Fig. 1: layout detail
Bar = 20 microns. Window x 1 to 51, y 1 to 51 microns. Cells in grey, sequential cells in the stronger grey; small squares are vias.
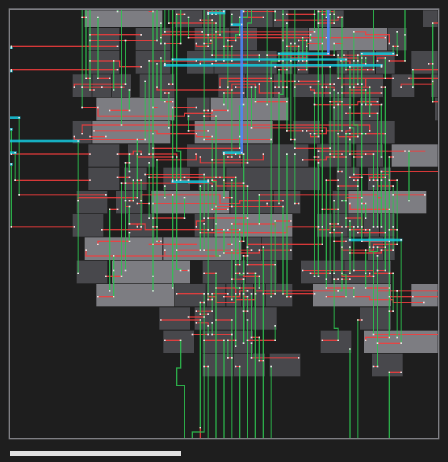
Fig. 2: placement by cell class
Fill, decap, tap and diode cells in grey.
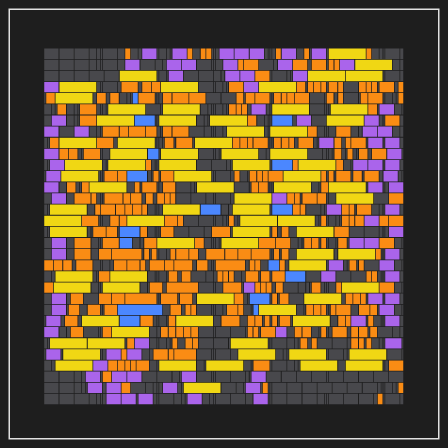
Fig. 3: sequential cells grouped by signal name
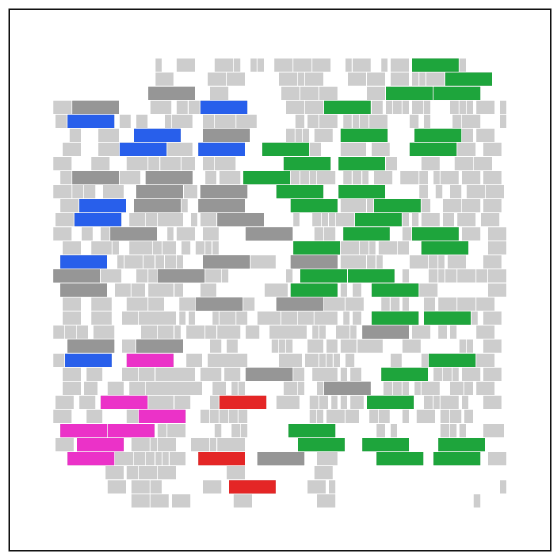
Fig. 4: wire density map
Bar = 20 microns. 21 x 21 tiles, from black (low) to pale yellow (high), scaled to the fullest tile. Values are wire area over tile area, all layers added.
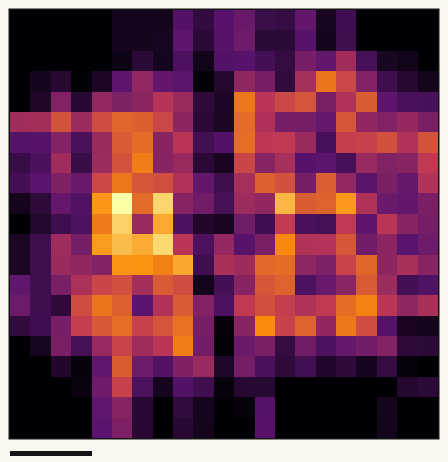
Fig. 5: cell placement
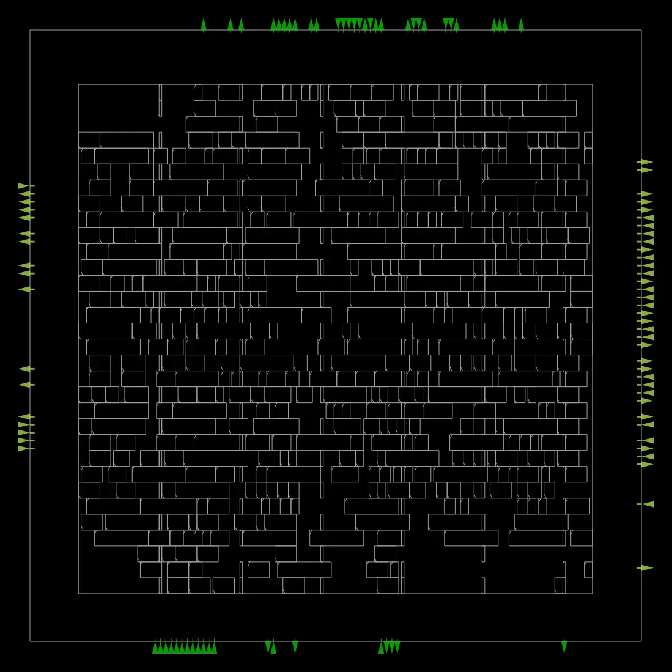
--- config.mk ---
export PLATFORM = sky130hd
export DESIGN_NAME = sat_bin_readback
export DESIGN_NICKNAME = d
export VERILOG_FILES = /design/src/rtl/sat_bin_readback.sv
export SDC_FILE = /design/constraint.sdc
export NUM_CORES = 1
export LEC_CHECK = 0
export CAP_MARGIN = 20
export CORE_MARGIN = 8
export CORE_UTILIZATION = 53
export DETAILED_ROUTE_END_ITERATION = 12
export PLACE_DENSITY = 0.85
export SLEW_MARGIN = 20
export SYNTH_ARGS = -nofsm -noshare
export SYNTH_HDL_FRONTEND = slang
export SYNTH_SLANG_ARGS = --single-unit
--- constraint.sdc ---
create_clock -name clk -period 7.99 [get_ports clk]
set_input_delay 1.598 -clock clk [delete_from_list [all_inputs] [get_ports clk]]
set_output_delay 1.598 -clock clk [all_outputs]
set_load 0.01 [all_outputs]
--- src/rtl/sat_bin_readback.sv ---
// sat_bin_readback: reads the clause bin RAM then the var bin RAM at
// addresses 1..count through the sat_bin external port and streams the
// words out on a valid/ready interface with a 2-entry output buffer.
// Optional feature macro: SAT_BIN_READBACK_CHECKSUM_EN (XOR checksum of
// every transferred word on checksum_o; constant 0 when undefined).
module sat_bin_readback #(
  parameter int NUM_CLAUSES_A_BIN  = 8,
  parameter int WIDTH_CLAUSES      = 16,
  parameter int WIDTH_VAR          = 12,
  parameter int ADDR_WIDTH_CLAUSES = 9,
  parameter int ADDR_WIDTH_VAR     = 9,
  parameter int WIDTH_NB           = 16
) (
  input  logic                          clk,
  input  logic                          rst,
  input  logic                          start_i,
  input  logic [WIDTH_NB-1:0]           nb_i,
  output logic                          done_o,
  output logic                          apply_ex_o,
  output logic [ADDR_WIDTH_CLAUSES-1:0] ram_addr_c_o,
  input  logic [WIDTH_CLAUSES-1:0]      ram_dout_c_i,
  output logic [ADDR_WIDTH_VAR-1:0]     ram_addr_v_o,
  input  logic [WIDTH_VAR-1:0]          ram_dout_v_i,
  output logic [WIDTH_CLAUSES-1:0]      data_o,
  output logic                          tag_o,
  output logic                          last_o,
  output logic                          valid_o,
  input  logic                          ready_i,
  output logic [WIDTH_CLAUSES-1:0]      checksum_o
);

  localparam int AW = ADDR_WIDTH_CLAUSES;
  // buffer entry layout: {data, tag, last}
  localparam int EW = WIDTH_CLAUSES + 2;
  localparam int PW = WIDTH_NB + $clog2(NUM_CLAUSES_A_BIN + 1);
  localparam logic [PW-1:0] SLOTS     = PW'(NUM_CLAUSES_A_BIN);
  localparam logic [PW-1:0] MAX_COUNT = PW'((1 << AW) - 1);

  typedef enum logic [2:0] {IDLE, RD_C, RD_V, DRAIN, DONE} state_t;

  state_t        state_reg, state_next;
  logic [AW-1:0] count_reg;
  logic [AW-1:0] issue_addr_reg;
  logic [AW-1:0] addr_c_reg, addr_v_reg;
  logic          inflight_reg, inflight_tag_reg, inflight_last_reg;
  logic          wr_ptr_reg, rd_ptr_reg;
  logic [1:0]    occ_reg;

  logic [PW-1:0] nb_prod;
  logic [AW-1:0] count_sat;
  logic          rd_phase, credit_ok, issue, last_issue;
  logic          xfer, push, pop_fifo, drained;
  logic [EW-1:0] in_word, head_fifo, head_word;
  logic [EW-1:0] entry_q [2];

  // Saturate the slot count so addresses never wrap past the RAM top.
  assign nb_prod   = PW'(nb_i) * SLOTS;
  assign count_sat = (nb_prod > MAX_COUNT) ? MAX_COUNT[AW-1:0] : nb_prod[AW-1:0];

  // A read may issue only if the buffer can still absorb it when it returns.
  assign rd_phase   = (state_reg == RD_C) || (state_reg == RD_V);
  assign credit_ok  = ({1'b0, occ_reg} + {2'b0, inflight_reg} + 3'd1) <= 3'd2;
  assign issue      = rd_phase && credit_ok;
  assign last_issue = issue && (issue_addr_reg == count_reg);

  // Address ports show the new address in the issue cycle, otherwise hold.
  assign ram_addr_c_o = (issue && state_reg == RD_C) ? issue_addr_reg : addr_c_reg;
  assign ram_addr_v_o = (issue && state_reg == RD_V) ? issue_addr_reg : addr_v_reg;

  // Returning RAM word; var words are zero-extended to the stream width.
  assign in_word = inflight_tag_reg ?
                   {WIDTH_CLAUSES'(ram_dout_v_i), 1'b1, inflight_last_reg} :
                   {ram_dout_c_i, 1'b0, inflight_last_reg};

  // The returning word is visible as the head when the buffer is empty, so
  // the stream runs gap-free with RAM latency 1.
  assign head_fifo = rd_ptr_reg ? entry_q[1] : entry_q[0];
  assign valid_o   = (occ_reg != 2'd0) || inflight_reg;
  assign head_word = (occ_reg != 2'd0) ? head_fifo : in_word;
  assign {data_o, tag_o, last_o} = valid_o ? head_word : '0;

  assign xfer     = valid_o && ready_i;
  assign pop_fifo = xfer && (occ_reg != 2'd0);
  assign push     = inflight_reg && !(xfer && occ_reg == 2'd0);
  // Nothing left once this cycle's transfer (if any) completes.
  assign drained  = (occ_reg == 2'd0 && !inflight_reg) ||
                    (({1'b0, occ_reg} + {2'b0, inflight_reg}) == 3'd1 && xfer);

  // Next-state and state-decoded outputs.
  always_comb begin
    state_next = state_reg;
    done_o     = 1'b0;
    apply_ex_o = 1'b0;
    case (state_reg)
      IDLE:  if (start_i) state_next = (count_sat == '0) ? DONE : RD_C;
      RD_C: begin
        apply_ex_o = 1'b1;
        if (last_issue) state_next = RD_V;
      end
      RD_V: begin
        apply_ex_o = 1'b1;
        if (last_issue) state_next = DRAIN;
      end
      DRAIN: begin
        apply_ex_o = 1'b1;
        if (drained) state_next = DONE;
      end
      DONE: begin
        done_o     = 1'b1;
        state_next = IDLE;
      end
      default: state_next = IDLE;
    endcase
  end

  // State register.
  always_ff @(posedge clk or negedge rst) begin
    if (!rst) state_reg <= IDLE;
    else      state_reg <= state_next;
  end

  // Count latch, issue address counter and held address ports.
  always_ff @(posedge clk or negedge rst) begin
    if (!rst) begin
      count_reg      <= '0;
      issue_addr_reg <= '0;
      addr_c_reg     <= '0;
      addr_v_reg     <= '0;
    end else begin
      if (state_reg == IDLE && start_i) begin
        count_reg      <= count_sat;
        issue_addr_reg <= AW'(1);
      end else if (issue) begin
        issue_addr_reg <= last_issue ? AW'(1) : issue_addr_reg + AW'(1);
      end
      if (state_next == IDLE) begin
        addr_c_reg <= '0;
        addr_v_reg <= '0;
      end else begin
        addr_c_reg <= ram_addr_c_o;
        addr_v_reg <= ram_addr_v_o;
      end
    end
  end

  // Tracks the read whose data arrives from the RAM next cycle.
  always_ff @(posedge clk or negedge rst) begin
    if (!rst) begin
      inflight_reg      <= 1'b0;
      inflight_tag_reg  <= 1'b0;
      inflight_last_reg <= 1'b0;
    end else begin
      inflight_reg      <= issue;
      inflight_tag_reg  <= (state_reg == RD_V);
      inflight_last_reg <= last_issue && (state_reg == RD_V);
    end
  end

  // Buffer pointers and occupancy.
  always_ff @(posedge clk or negedge rst) begin
    if (!rst) begin
      wr_ptr_reg <= 1'b0;
      rd_ptr_reg <= 1'b0;
      occ_reg    <= 2'd0;
    end else begin
      if (push)     wr_ptr_reg <= ~wr_ptr_reg;
      if (pop_fifo) rd_ptr_reg <= ~rd_ptr_reg;
      case ({push, pop_fifo})
        2'b10:   occ_reg <= occ_reg + 2'd1;
        2'b01:   occ_reg <= occ_reg - 2'd1;
        default: occ_reg <= occ_reg;
      endcase
    end
  end

  // Buffer storage, one register per entry.
  for (genvar gi = 0; gi < 2; gi++) begin : g_fifo
    logic [EW-1:0] entry_reg;
    // Capture the returning word into the entry the write pointer selects.
    always_ff @(posedge clk or negedge rst) begin
      if (!rst)                               entry_reg <= '0;
      else if (push && wr_ptr_reg == 1'(gi))  entry_reg <= in_word;
    end
    assign entry_q[gi] = entry_reg;
  end

`ifdef SAT_BIN_READBACK_CHECKSUM_EN
  logic [WIDTH_CLAUSES-1:0] checksum_reg;
  // XOR of every transferred word since the last accepted start.
  always_ff @(posedge clk or negedge rst) begin
    if (!rst)                             checksum_reg <= '0;
    else if (state_reg == IDLE && start_i) checksum_reg <= '0;
    else if (xfer)                        checksum_reg <= checksum_reg ^ data_o;
  end
  assign checksum_o = checksum_reg;
`else
  assign checksum_o = '0;
`endif

endmodule

==> Changelog: implementation <==
### Changed

* Clk root buf: clkbuf_8
* Reported net switching power at 0.000778 W
* Actual slew at the worst max-slew pin at 1.09 ns
* Max-Cap Viols at 0
* Switch share at 39.5%
* DR vias at 3225
* Ports at 103
* Synth cell count leaders: 80 x dfrtp_1, 54 x nand2_1, 42 x o21ai_0, 32 x mux2i_1, 19 x mux2_2
* Fa+ha+maj area frac at 2.29%
* Average vias per placed instance at 5.48
* Share of cells above drive strength 1 at 10.1%
* Antenna Cells at 0
* Crit-path slowest cell: clkdlybuf4s50_1
* Final hold vios at 0
* Worst Path Buf+Inv at 2
* Detailed-route wire length per cell at 16.3 microns
* Leak at 2.27 nW
* # DRC at 0
* Status: finished, final reports clean
* OpenROAD warnings at 28
* Initial drt markers at 104
* Max_slew headroom at 27.4%
* Core footprint at 7650 sq um
* CTS Hold Bufs at 0
* Clk buf depth at 2
* Synth Instances at 405
* Worst-Skew Late Latency at 0.34 ns
* End of the critical path: ram_addr_c_o[4]
* Routability Congestion at 0.778
* Routed Wire Length at 9570 microns
* Top cells by area: dfrtp_1 48%, mux2i_1 7.7%, mux2_2 5.2%
* Synth logic family: simple AND/OR/NAND/NOR gates
-- Fig. 1 (at the start) --
[met1] red
[met4] blue
[met2] green
[met3] cyan
sequential cells in the window: 16
netlist names of flops here include: `count_reg` (7), `state_reg` (3), `addr_v_reg` (2)
cells with their middle in the window: 113
most frequent: clkdlybuf4s50_1 (22), dfrtp_1 (16), xor2_1 (8)

-- Fig. 2 (at the start) --
[flip-flops] yellow | cells: 80
[clock drivers and dummy loads] blue | cells: 16
[other buffers and delay cells] purple | cells: 88
[all other logic] orange | cells: 303
row cnt: 32
final core occ: 68.2%
cell area after layout: 5220 sq um

-- Fig. 3 (at the start) --
[`count_reg`] magenta | flops: 7 | where: lower left
[`addr_c_reg`] blue | flops: 9
[`g_fifo.entry_reg`] green | flops: 36
[`state_reg`] red | flops: 3
not coloured: 25

-- Fig. 4 (at the start) --
nearly empty tiles: 17%
mean over tiles: 0.14
tiles over half the peak: 21%

-- Fig. 5 (at the start) --
fraction of area in registers: 38.4%
Flops: 80
Tapcells: 102
Non-Filler Instances: 589

[cell type report]
class                   count  area, sq um  area share [%]
clock inverters             4         53.8            1.03
flip-flops and latches     80         2000            38.4
well taps                 102          128            2.45
multi-input cells         295         1980            38.0
inverters                   8         30.0           0.576
clock buffers              12          145            2.78
repair buffers             88          877            16.8
[metrics by stage]
stage	instances	hold WS, ns
after detailed placement	573	0.461
after floorplan	420	0.445
after global placement	573	0.457
final	589	0.480
after CTS	589	0.483
after global routing	589	0.509
[cells in the final DEF, fill, tap and decap left out, types with 3 or more instances in the layout]
master | synthesis | final
mux2i_1 | 32 | 32
nor4_1 | 3 | 3
ha_1 | 6 | 6
mux2_2 | 19 | 19
xor2_1 | 10 | 10
nand3_1 | 10 | 10
inv_1 | 7 | 7
and3_1 | 3 | 3
nor2_1 | 15 | 15
o22ai_1 | 12 | 12
o21ai_0 | 42 | 42
o211ai_1 | 3 | 3
dfrtp_1 | 80 | 80
xnor2_1 | 3 | 3
clkbuf_8 | 0 | 10
conb_1 | 1 | 16
nand2_1 | 54 | 54
a22o_1 | 5 | 5
clkdlybuf4s50_1 | 0 | 85
nand2b_1 | 5 | 5
nor2b_1 | 18 | 18
nand4_1 | 3 | 3
o22a_1 | 5 | 5
[power by group through the flow]
stage               registers [W]  clock network [W]  logic (W)
global placement         0.000661                  0   0.000975
finish                   0.000664           0.000298    0.00101
CTS                      0.000664           0.000307    0.00102
floorplan                0.000605                  0   0.000674
detailed placement       0.000671                  0    0.00100
global route             0.000681           0.000323    0.00112
[layer usage]
metal / up-vias / wire length (microns)
met5: - / 0
met4: 0 / 123
met3: 14 / 486
met2: 86 / 4880
met1: 1592 / 4090
li1: 1533 / -
Power figures rest on the tool's default switching activity, not on a simulated workload.
